<file path="src/rtl/usart_pkg.sv">
// Shared UART definitions: receiver/transmitter state encoding, data width
// and the baud-timing helper used by both directions of the link.
package usart_pkg;

  localparam int DATA_W = 8;

  typedef enum logic [2:0] {
    IDLE      = 3'd0,
    START     = 3'd1,
    DATA      = 3'd2,
    PARITY    = 3'd3,
    STOP      = 3'd4,
    WAIT_IDLE = 3'd5
  } usart_state_t;

  // Clock cycles per bit and per half bit.
  typedef struct packed {
    logic [31:0] bit_cnt;
    logic [31:0] half;
  } usart_timing_t;

  function automatic usart_timing_t usart_calc_timing(input int unsigned clk_freq,
                                                      input int unsigned baud);
    usart_timing_t t;
    t.bit_cnt = clk_freq / baud;
    t.half    = t.bit_cnt / 2;
    return t;
  endfunction

endpackage

</file>
<file path="src/rtl/usart_sync.sv">
// Two-flop synchronizer for an asynchronous, idle-high serial line.
// Both stages reset to 1 so a reset never looks like a start bit.
module usart_sync (
  input  logic clk,
  input  logic rst_n,
  input  logic i_d,
  output logic o_q
);

  logic r_meta;
  logic r_sync;

  // Capture the asynchronous input, then re-register to settle metastability.
  always_ff @(posedge clk or negedge rst_n) begin
    if (!rst_n) begin
      r_meta <= 1'b1;
      r_sync <= 1'b1;
    end else begin
      r_meta <= i_d;
      r_sync <= r_meta;
    end
  end

  assign o_q = r_sync;

endmodule

</file>
<file path="src/rtl/usart_rx.sv">
// UART receiver, 8N1 by default. Defining USART_RX_PARITY_EN switches to 8E1
// framing: an even-parity bit follows bit 7 and the par_err port appears.
//
// Output handshake: rs_rdy is a one-cycle strobe with no back-pressure; data
// is valid in the rs_rdy cycle and holds until the next good frame. frm_err
// and par_err are one-cycle strobes; par_err only ever fires with rs_rdy.
module usart_rx
  import usart_pkg::*;
#(
  parameter int unsigned CLK_FREQ = 50_000_000,
  parameter int unsigned BAUD     = 115200
) (
  input  logic              clk,
  input  logic              rst_n,
  input  logic              rx_bit,
  output logic [DATA_W-1:0] data,
  output logic              rs_ing,
  output logic              rs_rdy,
  output logic              frm_err,
`ifdef USART_RX_PARITY_EN
  output logic              par_err,
`endif
  output usart_state_t      dbg_state
);

  localparam usart_timing_t TIMING   = usart_calc_timing(CLK_FREQ, BAUD);
  localparam int unsigned   BIT_CNT  = TIMING.bit_cnt;
  localparam int unsigned   HALF     = TIMING.half;
  localparam int            CNT_W    = $clog2(BIT_CNT);
  localparam logic [CNT_W-1:0] CNT_LAST  = CNT_W'(BIT_CNT - 1);
  localparam logic [CNT_W-1:0] HALF_LAST = CNT_W'(HALF - 1);
  localparam logic [CNT_W-1:0] CNT_ONE   = CNT_W'(1);

`ifdef USART_RX_PARITY_EN
  localparam usart_state_t AFTER_DATA = PARITY;
`else
  localparam usart_state_t AFTER_DATA = STOP;
`endif

  logic              w_rxs;
  logic              r_rxs_d;
  logic              w_fall;

  usart_state_t      r_state, w_state_nxt;
  logic [CNT_W-1:0]  r_cnt, w_cnt_nxt;
  logic [2:0]        r_idx, w_idx_nxt;
  logic [DATA_W-1:0] r_shift, w_shift_nxt;
  logic [DATA_W-1:0] r_data, w_data_nxt;
  logic              r_rdy, w_rdy_nxt;
  logic              r_ferr, w_ferr_nxt;
`ifdef USART_RX_PARITY_EN
  logic              r_par, w_par_nxt;
  logic              r_perr, w_perr_nxt;
`endif

  usart_sync u_sync (
    .clk   (clk),
    .rst_n (rst_n),
    .i_d   (rx_bit),
    .o_q   (w_rxs)
  );

  assign w_fall = r_rxs_d & ~w_rxs;

  // State, timing counter, shift register and registered output strobes.
  always_ff @(posedge clk or negedge rst_n) begin
    if (!rst_n) begin
      r_rxs_d <= 1'b1;
      r_state <= IDLE;
      r_cnt   <= '0;
      r_idx   <= '0;
      r_shift <= '0;
      r_data  <= '0;
      r_rdy   <= 1'b0;
      r_ferr  <= 1'b0;
`ifdef USART_RX_PARITY_EN
      r_par   <= 1'b0;
      r_perr  <= 1'b0;
`endif
    end else begin
      r_rxs_d <= w_rxs;
      r_state <= w_state_nxt;
      r_cnt   <= w_cnt_nxt;
      r_idx   <= w_idx_nxt;
      r_shift <= w_shift_nxt;
      r_data  <= w_data_nxt;
      r_rdy   <= w_rdy_nxt;
      r_ferr  <= w_ferr_nxt;
`ifdef USART_RX_PARITY_EN
      r_par   <= w_par_nxt;
      r_perr  <= w_perr_nxt;
`endif
    end
  end

  // Frame sequencing: every bit is sampled once the counter reaches mid-bit.
  always_comb begin
    w_state_nxt = r_state;
    w_cnt_nxt   = r_cnt;
    w_idx_nxt   = r_idx;
    w_shift_nxt = r_shift;
    w_data_nxt  = r_data;
    w_rdy_nxt   = 1'b0;
    w_ferr_nxt  = 1'b0;
`ifdef USART_RX_PARITY_EN
    w_par_nxt   = r_par;
    w_perr_nxt  = 1'b0;
`endif
    case (r_state)
      IDLE: begin
        w_cnt_nxt = '0;
        if (w_fall) w_state_nxt = START;
      end
      START: begin
        if (r_cnt == HALF_LAST) begin
          w_cnt_nxt = '0;
          w_idx_nxt = '0;
          // A line that is high again at mid start bit was only a glitch.
          w_state_nxt = w_rxs ? IDLE : DATA;
        end else begin
          w_cnt_nxt = r_cnt + CNT_ONE;
        end
      end
      DATA: begin
        if (r_cnt == CNT_LAST) begin
          w_cnt_nxt          = '0;
          w_shift_nxt[r_idx] = w_rxs;
          w_idx_nxt          = r_idx + 3'd1;
          if (r_idx == 3'd7) w_state_nxt = AFTER_DATA;
        end else begin
          w_cnt_nxt = r_cnt + CNT_ONE;
        end
      end
`ifdef USART_RX_PARITY_EN
      PARITY: begin
        if (r_cnt == CNT_LAST) begin
          w_cnt_nxt   = '0;
          w_par_nxt   = w_rxs;
          w_state_nxt = STOP;
        end else begin
          w_cnt_nxt = r_cnt + CNT_ONE;
        end
      end
`endif
      STOP: begin
        if (r_cnt == CNT_LAST) begin
          w_cnt_nxt = '0;
          if (w_rxs) begin
            w_data_nxt  = r_shift;
            w_rdy_nxt   = 1'b1;
`ifdef USART_RX_PARITY_EN
            w_perr_nxt  = ^{r_shift, r_par};
`endif
            w_state_nxt = IDLE;
          end else begin
            w_ferr_nxt  = 1'b1;
            w_state_nxt = WAIT_IDLE;
          end
        end else begin
          w_cnt_nxt = r_cnt + CNT_ONE;
        end
      end
      WAIT_IDLE: begin
        // Hold off while the line is low (break) so it is not read as starts.
        w_cnt_nxt = '0;
        if (w_rxs) w_state_nxt = IDLE;
      end
      default: begin
        w_cnt_nxt   = '0;
        w_state_nxt = IDLE;
      end
    endcase
  end

  assign data      = r_data;
  assign rs_rdy    = r_rdy;
  assign frm_err   = r_ferr;
`ifdef USART_RX_PARITY_EN
  assign par_err   = r_perr;
`endif
  assign rs_ing    = (r_state == START) || (r_state == DATA) ||
                     (r_state == PARITY) || (r_state == STOP);
  assign dbg_state = r_state;

endmodule

</file>
<file path="config.mk">
export PLATFORM = sky130hd
export DESIGN_NAME = usart_rx
export DESIGN_NICKNAME = d
export VERILOG_FILES = /design/src/rtl/usart_pkg.sv /design/src/rtl/usart_sync.sv /design/src/rtl/usart_rx.sv
export SDC_FILE = /design/constraint.sdc
export NUM_CORES = 1
export LEC_CHECK = 0
export CAP_MARGIN = 0
export CORE_AREA = 2 2 59 61
export DETAILED_ROUTE_END_ITERATION = 10
export DIE_AREA = 0 0 61 63
export GPL_TIMING_DRIVEN = 0
export PLACE_DENSITY = 0.7
export SLEW_MARGIN = 20
export SYNTH_ARGS = -nofsm -noshare
export SYNTH_HDL_FRONTEND = slang
export SYNTH_SLANG_ARGS = --single-unit
export TNS_END_PERCENT = 5
</file>
<file path="constraint.sdc">
create_clock -name clk -period 2.4 [get_ports clk]
set_clock_uncertainty 0.2 [all_clocks]
set_input_delay 0.6 -clock clk [delete_from_list [all_inputs] [get_ports clk]]
set_output_delay 0.6 -clock clk [all_outputs]
set_load 0.01 [all_outputs]
</file>
Fig. 1: run 1, sequential cells coloured by netlist name
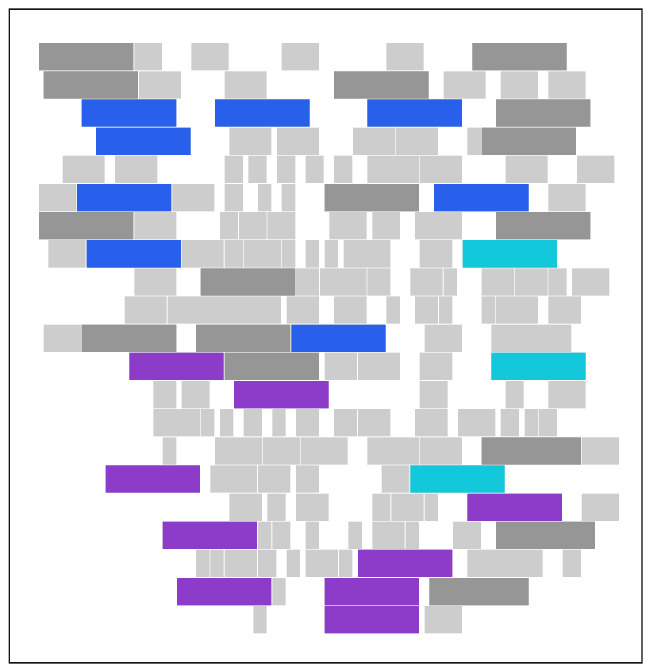
[dbg_state] cyan | placed flops: 3
[r_cnt] purple | placed flops: 9
[r_shift] blue | placed flops: 8

Fig. 2: run 1, routing congestion
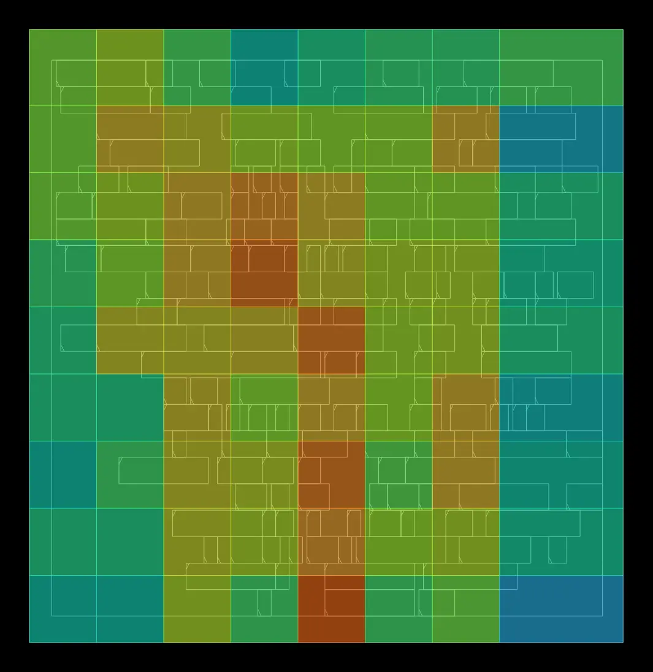
final design utilization: 62.25%
met1 layer usage reported by global route: 22.62%
routing usage on met3: 6.418%
routed len/inst: 12.83 um
Total GRT Usage: 17.39%

==> summary.txt, run 1 <==
Observations from the implementation run.

Run status:
- The run finished with clean final reports.

Die:
- The run gives the core outline area as 0.003232 mm2.
- The run puts the total die size at 0.003843 mm2.
- The run gives the height of the chip as 63 um.
- Once the floorplan was initialized, standard cells occupied 51.61% of the core.
- The floorplan has 21 rows.
- The run gives the horizontal die dimension as 61 um.
- The run puts the tapcell count at 46.
- The run puts the boundary pin count at 17.

Synthesis:
- After synthesis, the most frequently instantiated cells are sky130_fd_sc_hd__dfrtp_1 (33), sky130_fd_sc_hd__mux2_2 (16), sky130_fd_sc_hd__nor2_1 (11), sky130_fd_sc_hd__inv_1 (9).
- The run puts the post-synthesis mux area share at 12.00%.
- After synthesis, the design contains 138 cells according to Yosys.
- The run gives the number of library cell types mapped by synthesis as 35.
- The run gives the post-synthesis register bit count as 36.
- The commonest register cell is sky130_fd_sc_hd__dfrtp_1.
- The run gives the area fraction in xor and xnor cells as 4.726%.
- The run gives the cell taking the most area after synthesis as sky130_fd_sc_hd__dfrtp_1.
- Yosys instantiated no cell more often than sky130_fd_sc_hd__dfrtp_1.
- The run puts the number of enable flip-flop cells at 0.
- The run puts the cell area after synthesis at 0.001668 mm2.
- Summing the areas of all fa, ha and maj instances in the mapped netlist gives 3.751% of the synthesized area.
- The synthesized netlist devotes 16.05% of its cell area to simple gates.
- The run gives the AND-OR/OR-AND share of the synthesized area as 4.576%.
- After technology mapping, the gate count stands at 138.
- The run puts the share of synthesized registers carrying an async set or reset at 100.0%.
- The run gives the prevailing logic family in the synthesized netlist as simple AND/OR/NAND/NOR gates.
- The run gives the share of the synthesized area in the top cell type as 49.51%.
- Per Yosys stat, the portion of area used by sequential elements is 54.24%.
- In the post-synthesis netlist, the biggest area contributors are sky130_fd_sc_hd__dfrtp_1 (50%), sky130_fd_sc_hd__mux2_2 (11%), sky130_fd_sc_hd__dfstp_2 (4.7%), sky130_fd_sc_hd__ha_1 (3.8%), sky130_fd_sc_hd__xnor2_1 (3.7%).
- The synthesis log from Yosys contains 0 warnings.
- The run gives the mean post-synth cell area as 12.09 um2.

Placed design:
- Summed over all nets, the half-perimeter wirelength after detailed placement is 1945 um.
- As logged by OpenROAD, the buffers inserted on ports number 16.
- The run gives the routability congestion estimate from global placement as 0.8011.
- The run gives the worst-case setup slack after placement as 113.5 ps.
- The run gives the total cell area at the placement stage as 0.001901 mm2.
- The run puts the placed instance count at 201.

Power:
- The run gives the switching power of the nets as 0.3896 mW.
- The run gives the leakage component of the power as 0.9240 nW.
- The run puts the register share of total power at 46.7%.
- The run gives the combinational power as 0.301 mW.
- The run puts the power attributed to sequential cells at 0.675 mW.
- The run puts the switching power share of the total at 26.94%.
- Dividing total power by cell area gives a power density of 718.9 mW/mm2.
- The run gives the largest voltage drop on the vdd net as 0.0003538 V.
- The run gives the power consumed by the clock network as 0.471 mW.
- The largest part of the power goes to registers.
- The run puts the clock network fraction of design power at 32.5%.
- The run puts the total power after layout at 1.446 mW.

GRT:
- The global routing stage identified its most utilized layer as met2.
- The via count of the first global-routing pass was 1101.
- The number of antenna violations at the first check in global routing was 0.
- The run gives the overflow left after global routing as 0.
- The run puts the maximum number of pins on one net before global-route repair at 30.

Setup path:
- The run puts the buffers plus inverters on the worst setup path at 1.
- STA classifies the critical path endpoint as an output port.
- Among all stages on the critical path, the largest delay is contributed by sky130_fd_sc_hd__clkdlybuf4s50_1.
- The run gives the required time of the worst setup path as 1600 ps.
- The critical path is of the register to output port type.
- In this run the critical path is formed by clkdlybuf4s50_1.
- The run puts the cell depth of the worst setup path at 1.
- In this run the critical register-to-register path is captured at dbg_state[0]$_DFFE_PN0P_.
- The run gives the cell type group with the largest total delay on the critical path as buffers and inverters.
- For reference, the critical path is launched at dbg_state[0]$_DFFE_PN0P_.
- The startpoint identified for the worst register-to-register timing path is r_cnt[0]$_DFF_PN0_.
- Following the worst setup path forward leads to its endpoint at dbg_state[0].
- The longest incremental delay of any stage on the critical path is reported as 600 ps.
- According to the timing report, the arrival time at the worst endpoint equals 1470 ps.

Layout:
- The run puts the ratio of cells with drive above 1 in the final layout at 23.17%.
- The run gives the final net count as 171.
- The run gives the area growth from synthesis to layout as 20.63%.
- The run puts the non-clock buffer share of cell area at 11.32%.
- Leaving out fill and tap cells, the most frequent cells in the layout are sky130_fd_sc_hd__dfrtp_1 (33), sky130_fd_sc_hd__mux2_2 (16), sky130_fd_sc_hd__clkdlybuf4s50_1 (14), sky130_fd_sc_hd__nor2_1 (10), sky130_fd_sc_hd__inv_1 (9).
- The run puts the clock buffer and inverter area fraction after layout at 4.726%.
- The run puts the proportion of cell area occupied by multi-input gates at 34.45%.
- The run gives the final sequential cell count as 36.
- Per the cell usage report, the commonest logic cell in the layout is sky130_fd_sc_hd__dfrtp_1.
- The run puts the register area at 904.6 um2.
- The run gives the footprint of the multi-input gates as 693.2 um2.
- The run gives the cell group occupying the most layout area as registers.
- The run gives the flip-flop count of the largest register, all copies and words added as 9.
- Fill cells in the final layout number 276.
- The run puts the diode insertion count for antenna repair at 0.
- According to the cell report, the number of logic gates is 87.
- The run puts the total of clock buffers placed in the layout at 7.
- More flip-flops sit in one register than any other, and that register is r_cnt.
- After the flow finishes, the layout carries non-filler instances totaling 210.
- The run puts the layout inverter count without the clock tree at 9.
- The run puts the flip-flop and latch share of the layout cell area at 44.96%.

Final timing:
- The run puts the minimum setup slack in the final design at 132.7 ps.
- Setup repair after global routing left no endpoint under its margin.
- The run puts the minimum clock period after layout at 2267 ps.
- The run puts the period utilization at 94.47%.
- The pin closest to its max-slew limit shows a slew of 415.8 ps.
- For reference, the final report shows the hold violation count at 0.
- Based on the critical path, the design can be clocked at up to 0.4410 GHz.
- The run puts the tightest hold margin at 162.1 ps.
- The run gives the count of pins over their slew limit as 0.
- The run gives the setup-violating endpoint count in the final report as 0.

Clocking:
- The run gives the level count of the clock H-tree as 2.
- TritonCTS built the clock tree.
- For this design, the sink count on the clock tree is 36.
- The run gives the number of buffers inserted for hold repair after clock tree synthesis as 1.
- The run gives the post-cts sizing count as 3.
- The run gives the clock latency on the worst-skew pair as 340 ps.
- The run puts the clock buffer count from CTS at 5.
- The tree is rooted in a sky130_fd_sc_hd__clkbuf_4.
- The run gives the number of setup buffers added after CTS as 0.
- The run gives the deepest clock path buffer count as 2.

Worst hold path:
- In the hold timing report, the worst path depth is 0.
- Looking at the hold checks, the worst path lands on u_sync.o_q$_DFF_PN1_.
- The run gives the class of the tightest hold or removal check as register to register.

Detailed routing:
- The run gives the count of TritonRoute iterations in the first routing pass as 4.
- The run puts the length of routed met2 wiring at 1247 um.
- The run gives the starting DRC count in detailed routing as 40.
- The run gives the residual antenna-violating net count after detailed routing as 0.
- The routed design uses 122 um of met3 wire.
- For this block, the routed nets add up to 2695 um of wire.
- The run gives the post-detailed-route DRC marker count as 0.
- For this run, the detailed router reports a per-instance via density of 5.124.
- The run gives the highest routed metal layer as met4.
- The final route contains 1076 vias.
- The run gives the met1 routed wirelength after detailed routing as 1274 um.

Flow run:
- The run puts the tally of OpenROAD warnings at 28.
Fig. 3: run 1, ports around the boundary
Pins as bars across the die edge, other pins in grey.
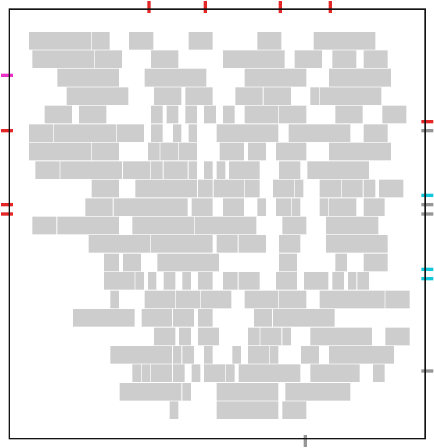
[data] red | pins: 8 | direction: output | edge: 4 top, 3 left, 1 right
[dbg_state] cyan | pins: 3 | direction: output | edge: right
[clk] magenta | pins: 1 | direction: input | edge: left
all pins by edge: 8 right, 4 left, 4 top, 1 bottom

==> run 2: changes to the inputs <==
Settings changed: CTS_CLUSTER_DIAMETER set to 100.
Fig. 4: run 2, sequential cells coloured by netlist name
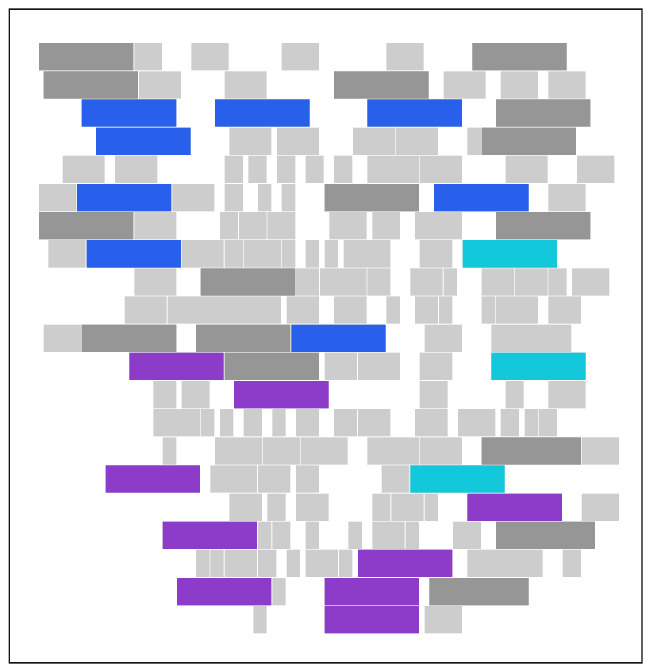
area used by sequential logic in the layout: 904.6 um2
sequential cell area share: 44.96%
sequential group power: 0.675 mW

==> summary.txt, run 2 <==
Observations from the implementation run.

Clocking:
- The run gives the TritonCTS clock tree as done.
- The run puts the clock latency on the worst-skew pair at 340 ps (about the same).
- The run puts the post-cts sizing count at 3 (unchanged).
- The run gives the level count of the clock H-tree as 2 (unchanged).
- The run puts the number of setup buffers added after CTS at 0 (unchanged).
- The run gives the CTS root buffer as sky130_fd_sc_hd__clkbuf_4.
- The number of buffers inserted for hold repair after clock tree synthesis came to 1 (unchanged).
- The run gives the clock sink total as 36 (unchanged).
- The deepest clock path buffer count came to 2 (unchanged).
- The run puts the clock buffer count from CTS at 5 (unchanged).

Synthesis:
- The count of instantiated cells in the yosys netlist is 138 (unchanged).
- The run gives the predominant post-synthesis flop cell as sky130_fd_sc_hd__dfrtp_1.
- The run puts the AND-OR/OR-AND share of the synthesized area at 4.576% (unchanged).
- The run gives the cell taking the most area after synthesis as sky130_fd_sc_hd__dfrtp_1.
- The count of synthesis-stage warnings from yosys is 0 (unchanged).
- The area fraction in and, or, nand and nor cells after synthesis was 16.05% (unchanged).
- The run gives the mean post-synth cell area as 12.09 um2 (unchanged).
- The run puts the number of enable flip-flop cells at 0 (unchanged).
- The run puts the post-synthesis mux area share at 12.00% (unchanged).
- The run gives the area fraction in xor and xnor cells as 4.726% (unchanged).
- Ranked by total cell area, the synthesized netlist is headed by sky130_fd_sc_hd__dfrtp_1 (50%), sky130_fd_sc_hd__mux2_2 (11%), sky130_fd_sc_hd__dfstp_2 (4.7%), sky130_fd_sc_hd__ha_1 (3.8%), sky130_fd_sc_hd__xnor2_1 (3.7%).
- The gate count of the mapped netlist was 138 (unchanged).
- The post-synthesis register bit count is 36 (unchanged).
- The run gives the share of synthesized registers carrying an async set or reset as 100.0% (unchanged).
- The post-synthesis sequential area ratio is 54.24% (unchanged).
- The run puts the share of the synthesized area in the top cell type at 49.51% (unchanged).
- The run gives the most repeated cell in the gate-level netlist after synthesis as sky130_fd_sc_hd__dfrtp_1.
- The run puts the cell area after synthesis at 0.001668 mm2 (unchanged).
- The run puts the adder-cell area share of the yosys netlist at 3.751% (unchanged).
- The run gives the number of library cell types mapped by synthesis as 35 (unchanged).
- For reference, the top cells by count after synthesis are sky130_fd_sc_hd__dfrtp_1 (33), sky130_fd_sc_hd__mux2_2 (16), sky130_fd_sc_hd__nor2_1 (11), sky130_fd_sc_hd__inv_1 (9).

Layout:
- The library cell used most frequently in the layout, excluding fill and tap cells, is sky130_fd_sc_hd__dfrtp_1.
- The number of inserted filler cells in the final layout was 276 (unchanged).
- The run puts the flip-flop count of the largest register, all copies and words added at 9 (unchanged).
- The run gives the clock buffer and inverter area fraction after layout as 4.726% (unchanged).
- The final net count is 171 (unchanged).
- The run gives the proportion of cell area occupied by multi-input gates as 34.45% (unchanged).
- The area growth from synthesis to layout came to 20.63% (unchanged).
- The run gives the footprint of the multi-input gates as 693.2 um2 (unchanged).
- The run puts the post-route core utilization at 62.25% (unchanged).
- The layout inverter count without the clock tree came to 9 (unchanged).
- In the layout the commonest cells are sky130_fd_sc_hd__dfrtp_1 (33), sky130_fd_sc_hd__mux2_2 (16), sky130_fd_sc_hd__clkdlybuf4s50_1 (14), sky130_fd_sc_hd__nor2_1 (10), sky130_fd_sc_hd__inv_1 (9).
- The final sequential cell count is 36 (unchanged).
- The count of non-filler cells in the finished layout is 210 (unchanged).
- The diode insertion count for antenna repair came to 0 (unchanged).
- The run gives the total of clock buffers placed in the layout as 7 (unchanged).
- Ranked by flip-flop count, first place goes to r_cnt.
- The run puts the layout multi-input combinational cell count at 87 (unchanged).
- The run puts the ratio of cells with drive above 1 in the final layout at 23.17% (unchanged).
- The run gives the cell group occupying the most layout area as registers.

Power:
- The power consumed by the clock network came to 0.471 mW (about the same).
- The run puts the largest voltage drop on the vdd net at 0.0003538 V (unchanged).
- The run gives the clock network fraction of design power as 32.5% (about the same).
- The run gives the internal portion of total power as 1.057 mW.
- The run gives the dominant power group as registers.
- The run puts the switching power of the nets at 0.3896 mW (unchanged).
- The run puts the total power after layout at 1.446 mW (unchanged).
- The leakage component of the power is 0.9240 nW (unchanged).
- The run puts the power density over the cells at 718.9 mW/mm2 (unchanged).
- The run gives the switching power share of the total as 26.94% (unchanged).
- The run gives the register share of total power as 46.7% (about the same).
- The combinational power is 0.301 mW (about the same).

Detailed routing:
- The run gives the length of routed met2 wiring as 1247 um (unchanged).
- The run gives the routed wirelength normalized by instance count as 12.83 um (unchanged).
- The highest metal layer carrying signal wires in the routed design is met4.
- The run puts the post-detailed-route DRC marker count at 0 (unchanged).
- The met1 routed wirelength after detailed routing came to 1274 um (unchanged).
- The run puts the detailed route wirelength on metal3 at 122 um (unchanged).
- The starting DRC count in detailed routing was 40 (unchanged).
- The run gives the via total after detailed routing as 1076 (unchanged).
- The run puts the count of TritonRoute iterations in the first routing pass at 4 (unchanged).
- The run puts the sum of routed wire length over all layers at 2695 um (unchanged).
- The run gives the residual antenna-violating net count after detailed routing as 0 (unchanged).
- The mean number of vias per cell came to 5.124 (unchanged).

Final timing:
- The run puts the top achievable clock speed at 0.4410 GHz (unchanged).
- The run gives the transition time at the pin with the least slew margin as 415.8 ps (unchanged).
- The run puts the count of pins over their slew limit at 0 (unchanged).
- The run puts the setup-violating endpoint count in the final report at 0 (unchanged).
- The run gives the count of endpoints failing hold in the final timing report as 0 (unchanged).
- The period utilization is 94.47% (unchanged).
- The run puts the minimum setup slack in the final design at 132.7 ps (unchanged).
- The minimum clock period after layout came to 2267 ps (unchanged).
- The run puts the tightest hold margin at 162.1 ps (unchanged).
- Setup repair after global routing left no endpoint under its margin.

Placed design:
- The run gives the number of input and output port buffers inserted as 16 (unchanged).
- The run gives the routability congestion estimate from global placement as 0.8011 (unchanged).
- The run gives the worst-case setup slack after placement as 113.5 ps (unchanged).
- The total cell area at the placement stage was 0.001901 mm2 (unchanged).
- The run puts the placed instance count at 201 (unchanged).
- The HPWL reported at the end of detailed placement came to 1945 um (unchanged).

Setup path:
- The run puts the required time of the worst setup path at 1600 ps (about the same).
- The run gives the kind of end point of the critical path as an output port.
- In this run the critical register-to-register path is launched from r_cnt[0]$_DFF_PN0_.
- The critical path in this run is classified as register to output port.
- The run puts the arrival time of the worst setup path at 1470 ps (about the same).
- The run gives the cell depth of the worst setup path as 1 (unchanged).
- The run gives the buffers plus inverters on the worst setup path as 1 (unchanged).
- STA lists the endpoint of the worst register-to-register path as dbg_state[0]$_DFFE_PN0P_.
- The critical path starts at dbg_state[0]$_DFFE_PN0P_.
- Per STA, the endpoint of the critical path is dbg_state[0].
- Traced cell by cell, the critical path runs through clkdlybuf4s50_1.
- The run puts the longest individual stage delay on the worst path at 600 ps (about the same).
- The largest individual stage delay along the critical path comes from the cell sky130_fd_sc_hd__clkdlybuf4s50_1.
- Per STA, the worst path accumulates the most delay in the family buffers and inverters.
- The run puts the depth of the worst register-to-register path at 7.

Worst hold path:
- The run gives the end point of the most critical hold path as u_sync.o_q$_DFF_PN1_.
- Note that the worst hold path type here is register to register.
- The run puts the count of cells along the worst hold path at 0 (unchanged).

GRT:
- The run gives the met1 usage as 22.62% (unchanged).
- The run gives the overflow left after global routing as 0 (unchanged).
- The run gives the global-route usage over all layers as 17.39% (unchanged).
- The run gives the most heavily used metal layer in global routing as met2.
- The run puts the met3 usage at 6.418% (unchanged).
- The number of antenna violations at the first check in global routing is 0 (unchanged).
- The run puts the via count of the first global-routing pass at 1101 (unchanged).
- The run puts the maximum number of pins on one net before global-route repair at 30 (unchanged).

Die:
- The run gives the horizontal die dimension as 61 um (unchanged).
- The run gives the boundary pin count as 17 (unchanged).
- The run gives the core outline area as 0.003232 mm2 (unchanged).
- The run gives the floorplan core density as 51.61% (unchanged).
- The run puts the tapcell count at 46 (unchanged).
- The height of the chip was 63 um (unchanged).
- The total number of placement rows was 21 (unchanged).
- The run puts the total die size at 0.003843 mm2 (unchanged).

Run status:
- The flow ran to the end, and the final reports show no timing, DRC or antenna violations.

Flow run:
- The tally of OpenROAD warnings came to 28 (unchanged).
Power figures rest on the tool's default switching activity, not on a simulated workload.
